$ cat src/rtl/ddr2_v11_0_p0_qsys_sequencer_ram_arbiter_if.sv
// Avalon-MM style requester port into the sequencer RAM arbiter.
// master drives the request side; slave returns wait/read data.
interface ddr2_v11_0_p0_qsys_sequencer_ram_arbiter_if #(
  parameter int ADDR_W = 9,
  parameter int DATA_W = 32,
  parameter int BE_W   = 4
);
  logic [ADDR_W-1:0] address;
  logic              read;
  logic              write;
  logic [BE_W-1:0]   byteenable;
  logic [DATA_W-1:0] writedata;
  logic              waitrequest;
  logic [DATA_W-1:0] readdata;
  logic              readdatavalid;

  modport master (
    output address, read, write, byteenable, writedata,
    input  waitrequest, readdata, readdatavalid
  );

  modport slave (
    input  address, read, write, byteenable, writedata,
    output waitrequest, readdata, readdatavalid
  );
endinterface

$ cat src/rtl/ddr2_v11_0_p0_qsys_sequencer_ram_arbiter.sv
// Round-robin 2:1 arbiter for the sequencer 512x32 sync-read RAM.
// SEQ_RAM_ARB_SCRUB_EN adds a post-reset zero-fill of the whole RAM.
module ddr2_v11_0_p0_qsys_sequencer_ram_arbiter #(
  parameter int ADDR_W = 9,
  parameter int DATA_W = 32,
  parameter int BE_W   = 4,
  parameter int CNT_W  = 16
) (
  input  logic              clk,
  input  logic              reset,
  ddr2_v11_0_p0_qsys_sequencer_ram_arbiter_if.slave m0,
  ddr2_v11_0_p0_qsys_sequencer_ram_arbiter_if.slave m1,
  output logic [ADDR_W-1:0] ram_address,
  output logic [BE_W-1:0]   ram_byteenable,
  output logic              ram_chipselect,
  output logic              ram_write,
  output logic [DATA_W-1:0] ram_writedata,
  output logic              ram_clken,
  input  logic [DATA_W-1:0] ram_readdata,
  output logic [CNT_W-1:0]  contention_count,
  output logic              scrub_busy
);

  logic              req0, req1;
  logic              rd0, rd1;
  logic              grant0, grant1;
  logic              scrub_act;
  logic [ADDR_W-1:0] scrub_addr;
  logic              last_grant_q, last_grant_d;
  logic [1:0]        rd_pend_q, rd_pend_d;
  logic [CNT_W-1:0]  cnt_q, cnt_d;

`ifdef SEQ_RAM_ARB_SCRUB_EN
  typedef enum logic {S_SCRUB, S_RUN} state_e;
  state_e            state_q, state_d;
  logic [ADDR_W-1:0] scrub_addr_q, scrub_addr_d;

  always_ff @(posedge clk) begin
    if (reset) begin
      state_q      <= S_SCRUB;
      scrub_addr_q <= '0;
    end else begin
      state_q      <= state_d;
      scrub_addr_q <= scrub_addr_d;
    end
  end

  always_comb begin
    state_d      = state_q;
    scrub_addr_d = scrub_addr_q;
    unique case (state_q)
      S_SCRUB: begin
        scrub_addr_d = scrub_addr_q + 1'b1;
        if (&scrub_addr_q) state_d = S_RUN;
      end
      default: ;
    endcase
  end

  assign scrub_act  = (state_q == S_SCRUB) & ~reset;
  assign scrub_addr = scrub_addr_q;
`else
  assign scrub_act  = 1'b0;
  assign scrub_addr = '0;
`endif

  // read+write together counts as a write only
  assign req0 = m0.read | m0.write;
  assign req1 = m1.read | m1.write;
  assign rd0  = m0.read & ~m0.write;
  assign rd1  = m1.read & ~m1.write;

  always_comb begin
    grant0       = 1'b0;
    grant1       = 1'b0;
    last_grant_d = last_grant_q;
    cnt_d        = cnt_q;
    if (!reset && !scrub_act) begin
      grant0 = req0 & (~req1 | last_grant_q);
      grant1 = req1 & ~grant0;
    end
    if (grant0)      last_grant_d = 1'b0;
    else if (grant1) last_grant_d = 1'b1;
    rd_pend_d = {grant1 & rd1, grant0 & rd0};
    if (req0 && req1 && !scrub_act && !(&cnt_q))
      cnt_d = cnt_q + 1'b1;
  end

  always_ff @(posedge clk) begin
    if (reset) begin
      last_grant_q <= 1'b1;
      rd_pend_q    <= '0;
      cnt_q        <= '0;
    end else begin
      last_grant_q <= last_grant_d;
      rd_pend_q    <= rd_pend_d;
      cnt_q        <= cnt_d;
    end
  end

  always_comb begin
    ram_chipselect = 1'b0;
    ram_write      = 1'b0;
    ram_address    = '0;
    ram_byteenable = '0;
    ram_writedata  = '0;
    unique case (1'b1)
      scrub_act: begin
        ram_chipselect = 1'b1;
        ram_write      = 1'b1;
        ram_address    = scrub_addr;
        ram_byteenable = '1;
      end
      grant0: begin
        ram_chipselect = 1'b1;
        ram_write      = m0.write;
        ram_address    = m0.address;
        ram_byteenable = m0.byteenable;
        ram_writedata  = m0.writedata;
      end
      grant1: begin
        ram_chipselect = 1'b1;
        ram_write      = m1.write;
        ram_address    = m1.address;
        ram_byteenable = m1.byteenable;
        ram_writedata  = m1.writedata;
      end
      default: ;
    endcase
  end

  // reset squashes a strobe already in flight
  assign m0.readdatavalid = rd_pend_q[0] & ~reset;
  assign m1.readdatavalid = rd_pend_q[1] & ~reset;
  assign m0.readdata      = m0.readdatavalid ? ram_readdata : '0;
  assign m1.readdata      = m1.readdatavalid ? ram_readdata : '0;
  assign m0.waitrequest   = ~grant0;
  assign m1.waitrequest   = ~grant1;

  assign ram_clken        = 1'b1;
  assign contention_count = cnt_q;
  assign scrub_busy       = scrub_act;

endmodule

$ cat src/flat_wrapper.sv
// flat-port wrapper written by rule: the top's interface ports become plain ports
module ddr2_v11_0_p0_qsys_sequencer_ram_arbiter_flat 
#(
  parameter int ADDR_W = 9,
  parameter int DATA_W = 32,
  parameter int BE_W   = 4,
  parameter int CNT_W  = 16
)
  (clk, reset, ram_address, ram_byteenable, ram_chipselect, ram_write, ram_writedata, ram_clken, ram_readdata, contention_count, scrub_busy, m0_address, m0_read, m0_write, m0_byteenable, m0_writedata, m0_waitrequest, m0_readdata, m0_readdatavalid, m1_address, m1_read, m1_write, m1_byteenable, m1_writedata, m1_waitrequest, m1_readdata, m1_readdatavalid);
  ddr2_v11_0_p0_qsys_sequencer_ram_arbiter_if #(.ADDR_W(ADDR_W), .DATA_W(DATA_W), .BE_W(BE_W)) m0_i ();
  ddr2_v11_0_p0_qsys_sequencer_ram_arbiter_if #(.ADDR_W(ADDR_W), .DATA_W(DATA_W), .BE_W(BE_W)) m1_i ();
  input  logic clk;
  input  logic reset;
  output logic [ADDR_W-1:0] ram_address;
  output logic [BE_W-1:0] ram_byteenable;
  output logic ram_chipselect;
  output logic ram_write;
  output logic [DATA_W-1:0] ram_writedata;
  output logic ram_clken;
  input  logic [DATA_W-1:0] ram_readdata;
  output logic [CNT_W-1:0] contention_count;
  output logic scrub_busy;
  input wire logic [$bits(m0_i.address)-1:0] m0_address;
  input wire logic [$bits(m0_i.read)-1:0] m0_read;
  input wire logic [$bits(m0_i.write)-1:0] m0_write;
  input wire logic [$bits(m0_i.byteenable)-1:0] m0_byteenable;
  input wire logic [$bits(m0_i.writedata)-1:0] m0_writedata;
  output wire logic [$bits(m0_i.waitrequest)-1:0] m0_waitrequest;
  output wire logic [$bits(m0_i.readdata)-1:0] m0_readdata;
  output wire logic [$bits(m0_i.readdatavalid)-1:0] m0_readdatavalid;
  input wire logic [$bits(m1_i.address)-1:0] m1_address;
  input wire logic [$bits(m1_i.read)-1:0] m1_read;
  input wire logic [$bits(m1_i.write)-1:0] m1_write;
  input wire logic [$bits(m1_i.byteenable)-1:0] m1_byteenable;
  input wire logic [$bits(m1_i.writedata)-1:0] m1_writedata;
  output wire logic [$bits(m1_i.waitrequest)-1:0] m1_waitrequest;
  output wire logic [$bits(m1_i.readdata)-1:0] m1_readdata;
  output wire logic [$bits(m1_i.readdatavalid)-1:0] m1_readdatavalid;
  assign m0_i.address = m0_address;
  assign m0_i.read = m0_read;
  assign m0_i.write = m0_write;
  assign m0_i.byteenable = m0_byteenable;
  assign m0_i.writedata = m0_writedata;
  assign m0_waitrequest = m0_i.waitrequest;
  assign m0_readdata = m0_i.readdata;
  assign m0_readdatavalid = m0_i.readdatavalid;
  assign m1_i.address = m1_address;
  assign m1_i.read = m1_read;
  assign m1_i.write = m1_write;
  assign m1_i.byteenable = m1_byteenable;
  assign m1_i.writedata = m1_writedata;
  assign m1_waitrequest = m1_i.waitrequest;
  assign m1_readdata = m1_i.readdata;
  assign m1_readdatavalid = m1_i.readdatavalid;
  ddr2_v11_0_p0_qsys_sequencer_ram_arbiter #(.ADDR_W(ADDR_W), .DATA_W(DATA_W), .BE_W(BE_W), .CNT_W(CNT_W)) u_core (.clk(clk), .reset(reset), .m0(m0_i), .m1(m1_i), .ram_address(ram_address), .ram_byteenable(ram_byteenable), .ram_chipselect(ram_chipselect), .ram_write(ram_write), .ram_writedata(ram_writedata), .ram_clken(ram_clken), .ram_readdata(ram_readdata), .contention_count(contention_count), .scrub_busy(scrub_busy));
endmodule
$ cat config.mk
export PLATFORM = sky130hd
export DESIGN_NAME = ddr2_v11_0_p0_qsys_sequencer_ram_arbiter_flat
export DESIGN_NICKNAME = d
export VERILOG_FILES = /design/src/rtl/ddr2_v11_0_p0_qsys_sequencer_ram_arbiter_if.sv /design/src/rtl/ddr2_v11_0_p0_qsys_sequencer_ram_arbiter.sv /design/src/flat_wrapper.sv
export SDC_FILE = /design/constraint.sdc
export NUM_CORES = 1
export LEC_CHECK = 0
export CORE_MARGIN = 8
export CORE_UTILIZATION = 25
export CTS_BUF_LIST = sky130_fd_sc_hd__clkbuf_2 sky130_fd_sc_hd__clkbuf_4 sky130_fd_sc_hd__clkbuf_8
export CTS_CLUSTER_SIZE = 14
export DETAILED_ROUTE_END_ITERATION = 12
export PLACE_DENSITY = 0.86
export SYNTH_ARGS = -nofsm -noshare
export SYNTH_HDL_FRONTEND = slang
export SYNTH_SLANG_ARGS = --single-unit
export TNS_END_PERCENT = 30
$ cat constraint.sdc
create_clock -name clk -period 2.35 [get_ports clk]
set_clock_uncertainty 0.05 [all_clocks]
set_input_delay 0.235 -clock clk [delete_from_list [all_inputs] [get_ports clk]]
set_output_delay 0.235 -clock clk [all_outputs]
set_load 0.02 [all_outputs]
layers.png
Scale: 4 px per um. Two of the layers only.
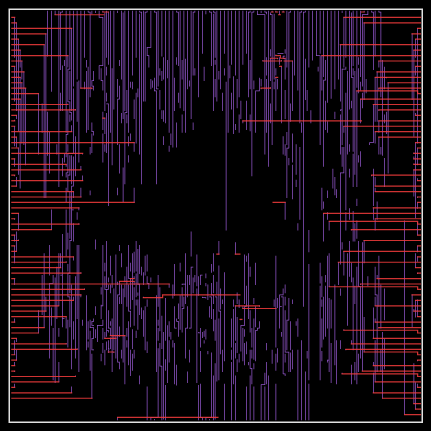
layer	color	wire length
M3	red	1,460 um
M2	purple	6,140 um

placed.png
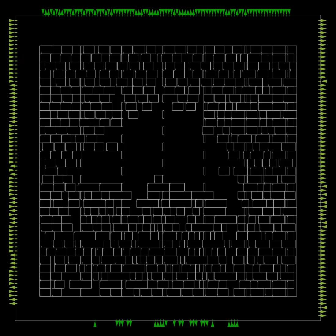
final instance count without filler cells: 609
Row Count: 31
Core Area: 0.00729 mm^2
fraction of area in registers: 7.83%

gates.png
Scale: 4 px per um.
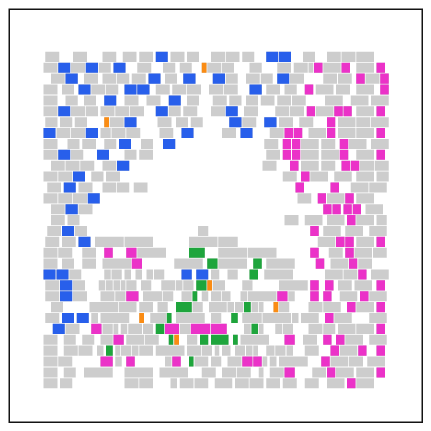
family	color	cells	most used
and/or cells	magenta	81	and2_1
non-inverting ao/oa cells	blue	47	a22o_1
nor cells	green	18	nor2_1
inv cells	orange	6	inv_1

==> qor.json <==
{
  "xor_share": {"value": 0, "unit": "%"},
  "ys_async_sr_fraction": {"value": 0, "unit": "%"},
  "grtUsageMet2": {"value": 37.1, "unit": "%"},
  "fp_util": {"value": 25.9, "unit": "%"},
  "antenna_violating_nets_post_route": {"value": 0},
  "worstPathCellList": {"value": "clkdlybuf4s50_1, nor2_1, o21bai_1, nor2_4, buf_12, inv_1, clkdlybuf4s50_1"},
  "cp_data_required_time": {"value": 2.07, "unit": "ns"},
  "synth-simple-area-share": {"value": 39.3, "unit": "%"},
  "finalWirelength": {"value": 12000, "unit": "um"},
  "p_per_area": {"value": 257, "unit": "mW/mm^2"},
  "clkLatencyLatePin": {"value": 0.26, "unit": "ns"},
  "yosysTopAreaCellShare": {"value": 21.2, "unit": "%"},
  "ys.flop_type": {"value": "sky130_fd_sc_hd__dfxtp_1"},
  "total_inserted_antenna_cells": {"value": 0},
  "synth_chip_area": {"value": 0.00189, "unit": "mm^2"},
  "dr.first_iter.drc_count": {"value": 86},
  "grt_max_degree": {"value": 47},
  "filler_cell_count": {"value": 601},
  "final.setup.worst_slack": {"value": 0.0819, "unit": "ns"},
  "largest_register_ffs": {"value": 16},
  "die_h": {"value": 103, "unit": "um"},
  "globalRoute.totalOverflow": {"value": 0},
  "reg2reg_slack": {"value": 0.30, "unit": "ns"},
  "topCombFamilyByArea": {"value": "simple AND/OR/NAND/NOR gates"},
  "cp_data_arrival_time": {"value": 1.98, "unit": "ns"},
  "min_path_cells": {"value": 2},
  "wl_met2": {"value": 6140, "unit": "um"},
  "numCtsBuffers": {"value": 3},
  "route.detailed.drc": {"value": 0},
  "viasPerCell": {"value": 4.90},
  "routed.top_layer": {"value": "met4"},
  "crit_slowest_cell": {"value": "sky130_fd_sc_hd__clkdlybuf4s50_1"},
  "synth_warnings": {"value": 0},
  "ctsRootBufferMaster": {"value": "sky130_fd_sc_hd__clkbuf_8"},
  "die_w": {"value": 103, "unit": "um"},
  "slew_violations": {"value": 0},
  "syn_area_per_cell": {"value": 7.57, "unit": "um^2"},
  "first_global_vias": {"value": 2999},
  "route.layer.met1.wl": {"value": 4180, "unit": "um"},
  "crit_path_end_kind": {"value": "output pin"},
  "gp_routability_congestion": {"value": 0.834},
  "maxCapViolations": {"value": 0},
  "area.growth.synth_to_final": {"value": 158, "unit": "%"},
  "io-pin-count": {"value": 261},
  "startpoint_type": {"value": "input pin"},
  "netlist_area": {"value": 0.00189, "unit": "mm^2"},
  "grt_usage": {"value": 19.7, "unit": "%"},
  "hold_path_class": {"value": "flop to flop"},
  "p_comb_share": {"value": 54.8, "unit": "%"},
  "maxSlewHeadroom": {"value": 61.5, "unit": "%"},
  "switching_power": {"value": 0.420, "unit": "mW"},
  "power.internal": {"value": 0.828, "unit": "mW"},
  "worst_hold_startpoint": {"value": "u_core.contention_count[15]"},
  "detailedPlace.worstSlack": {"value": -0.0980, "unit": "ns"},
  "number_of_detailed_route_iterations_in_the_first_pass": {"value": 4},
  "critPathMaxStageDelay": {"value": 0.62, "unit": "ns"},
  "lay_top_cells": {"value": "148 x sky130_fd_sc_hd__clkdlybuf4s50_1, 64 x sky130_fd_sc_hd__and2_1, 62 x sky130_fd_sc_hd__dlymetal6s2s_1"},
  "io_buffer_count": {"value": 258},
  "count_of_library_flops_with_an_enable_pin": {"value": 0},
  "cp.depth": {"value": 7},
  "final_core_util": {"value": 66.6, "unit": "%"},
  "worst_path_dominant_cell_family": {"value": "buffers and inverters"},
  "drt_wl_cell": {"value": 19.7, "unit": "um"},
  "clock_network_power_share": {"value": 18.4, "unit": "%"},
  "clock-sinks": {"value": 19},
  "seq_area_frac_synth": {"value": 20.2, "unit": "%"},
  "capturing_element_of_the_worst_setup_path": {"value": "m0_waitrequest"},
  "min_period_over_period": {"value": 96.5, "unit": "%"},
  "met3WireLength": {"value": 1460, "unit": "um"},
  "synth-cells-yosys": {"value": 249},
  "ys_seq_elements": {"value": 19},
  "final-hold-violation-count": {"value": 0},
  "gr-max-usage-layer": {"value": "met2"},
  "top_cells_by_area": {"value": "sky130_fd_sc_hd__and2_1 21%, sky130_fd_sc_hd__a22o_1 21%, sky130_fd_sc_hd__dfxtp_1 20%"},
  "synthCells": {"value": 249},
  "rsz_0062_raised_after_global_routing": {"value": "false"},
  "log.warning_count": {"value": 26},
  "compound_area_share": {"value": 33.2, "unit": "%"},
  "cp_max_fo": {"value": 46},
  "path_common_cell": {"value": "sky130_fd_sc_hd__clkdlybuf4s50_1"},
  "finalSetupViolCount": {"value": 0},
  "total_leakage_power": {"value": 3.03, "unit": "nW"},
  "cts-root-to-sink-buffers": {"value": 2},
  "power.switching_fraction": {"value": 33.6, "unit": "%"},
  "layout_top_cell_excl_fill_tap": {"value": "sky130_fd_sc_hd__clkdlybuf4s50_1"},
  "fraction_of_power_consumed_by_sequential_logic": {"value": 26.9, "unit": "%"},
  "max_slew.worst_pin.slew": {"value": 0.573, "unit": "ns"},
  "design_power_total": {"value": 1.25, "unit": "mW"},
  "total_nets_final": {"value": 640},
  "grt_use_met3": {"value": 9.12, "unit": "%"},
  "clkSlewWorstSetupHoldPaths": {"value": 0.07, "unit": "ns"},
  "cts_tree": {"value": "done"},
  "htree_num_levels": {"value": 1},
  "run_status": {"value": "completed"},
  "hpwl": {"value": 10200, "unit": "um"},
  "grt_first_pass_wirelength": {"value": 16100, "unit": "um"},
  "vdd_drop_max": {"value": 185, "unit": "uV"},
  "critical_path.reg2reg.endpoint": {"value": "u_core.contention_count[14]"},
  "syn_nets": {"value": 378},
  "post_synth_fa_ha_maj_area_fraction": {"value": 0.664, "unit": "%"},
  "finalInstanceArea": {"value": 0.00486, "unit": "mm^2"},
  "die_area": {"value": 0.0106, "unit": "mm^2"},
  "route.vias.total": {"value": 2983},
  "dpl_cell_area": {"value": 0.00471, "unit": "mm^2"},
  "yosys.cell_types.count": {"value": 41},
  "antenna_found_initial": {"value": 0},
  "critical_path_buf_inv_count": {"value": 4},
  "worst-r2r-cell-count": {"value": 5},
  "muxShareOfSynthArea": {"value": 0.597, "unit": "%"},
  "gr-usage-met1": {"value": 19.1, "unit": "%"},
  "maxClockFrequency": {"value": 441, "unit": "MHz"},
  "share_of_final_layout_standard_cells_stronger_than_drive_strength_1": {"value": 7.06, "unit": "%"},
  "cell_type_with_the_largest_total_area": {"value": "sky130_fd_sc_hd__and2_1"},
  "timing.setup.critical_path_class": {"value": "input pin to output pin"}
}
power groups by stage:
stage / clock network [mW] / logic [mW] / registers, mW
final: 0.229 / 0.684 / 0.336
after CTS: 0.237 / 0.692 / 0.336
after detailed placement: 0 / 0.740 / 0.343
after global routing: 0.252 / 0.727 / 0.337
after floorplan: 0 / 0.265 / 0.345
after global placement: 0 / 0.731 / 0.343
area by class of cell:
type,count,area (um^2),area share (%)
multi-input combinational,204,1420,29.1
sequential,19,380,7.83
clock buffer,3,41.3,0.850
timing repair buffer,277,2870,59.1
inverter,6,22.5,0.464
tap,99,124,2.55
clock inverter,1,5.00,0.103
metrics by stage:
| step | std cells | hold slack [ns] | setup TNS (ns) |
|---|---|---|---|
| final | 609 | 0.448 | 0 |
| after CTS | 609 | 0.448 | 0 |
| after global routing | 609 | 0.478 | 0 |
| after global placement | 605 | 0.432 | -1.09 |
| after detailed placement | 605 | 0.434 | -2.43 |
| after floorplan | 249 | 0.261 | 0 |
what timing repair did:
action                     CTS  global route
hold buffers                 0             0
resized                     46            62
hold endpoints to repair     0             0
setup endpoints to repair   46            62
Yosys cell counts (3+ instances only):
library cell / n
sky130_fd_sc_hd__nand3_1: 4
sky130_fd_sc_hd__and2_1: 64
sky130_fd_sc_hd__or4_1: 8
sky130_fd_sc_hd__a22o_1: 45
sky130_fd_sc_hd__a21oi_1: 16
sky130_fd_sc_hd__clkbuf_1: 17
sky130_fd_sc_hd__o31ai_1: 9
sky130_fd_sc_hd__nor3_1: 4
sky130_fd_sc_hd__dfxtp_1: 19
sky130_fd_sc_hd__nand2_1: 8
sky130_fd_sc_hd__inv_1: 6
sky130_fd_sc_hd__o21ai_0: 5
sky130_fd_sc_hd__nor2_1: 7
sky130_fd_sc_hd__or3_1: 3
Power is estimated from default activity; no workload was simulated.
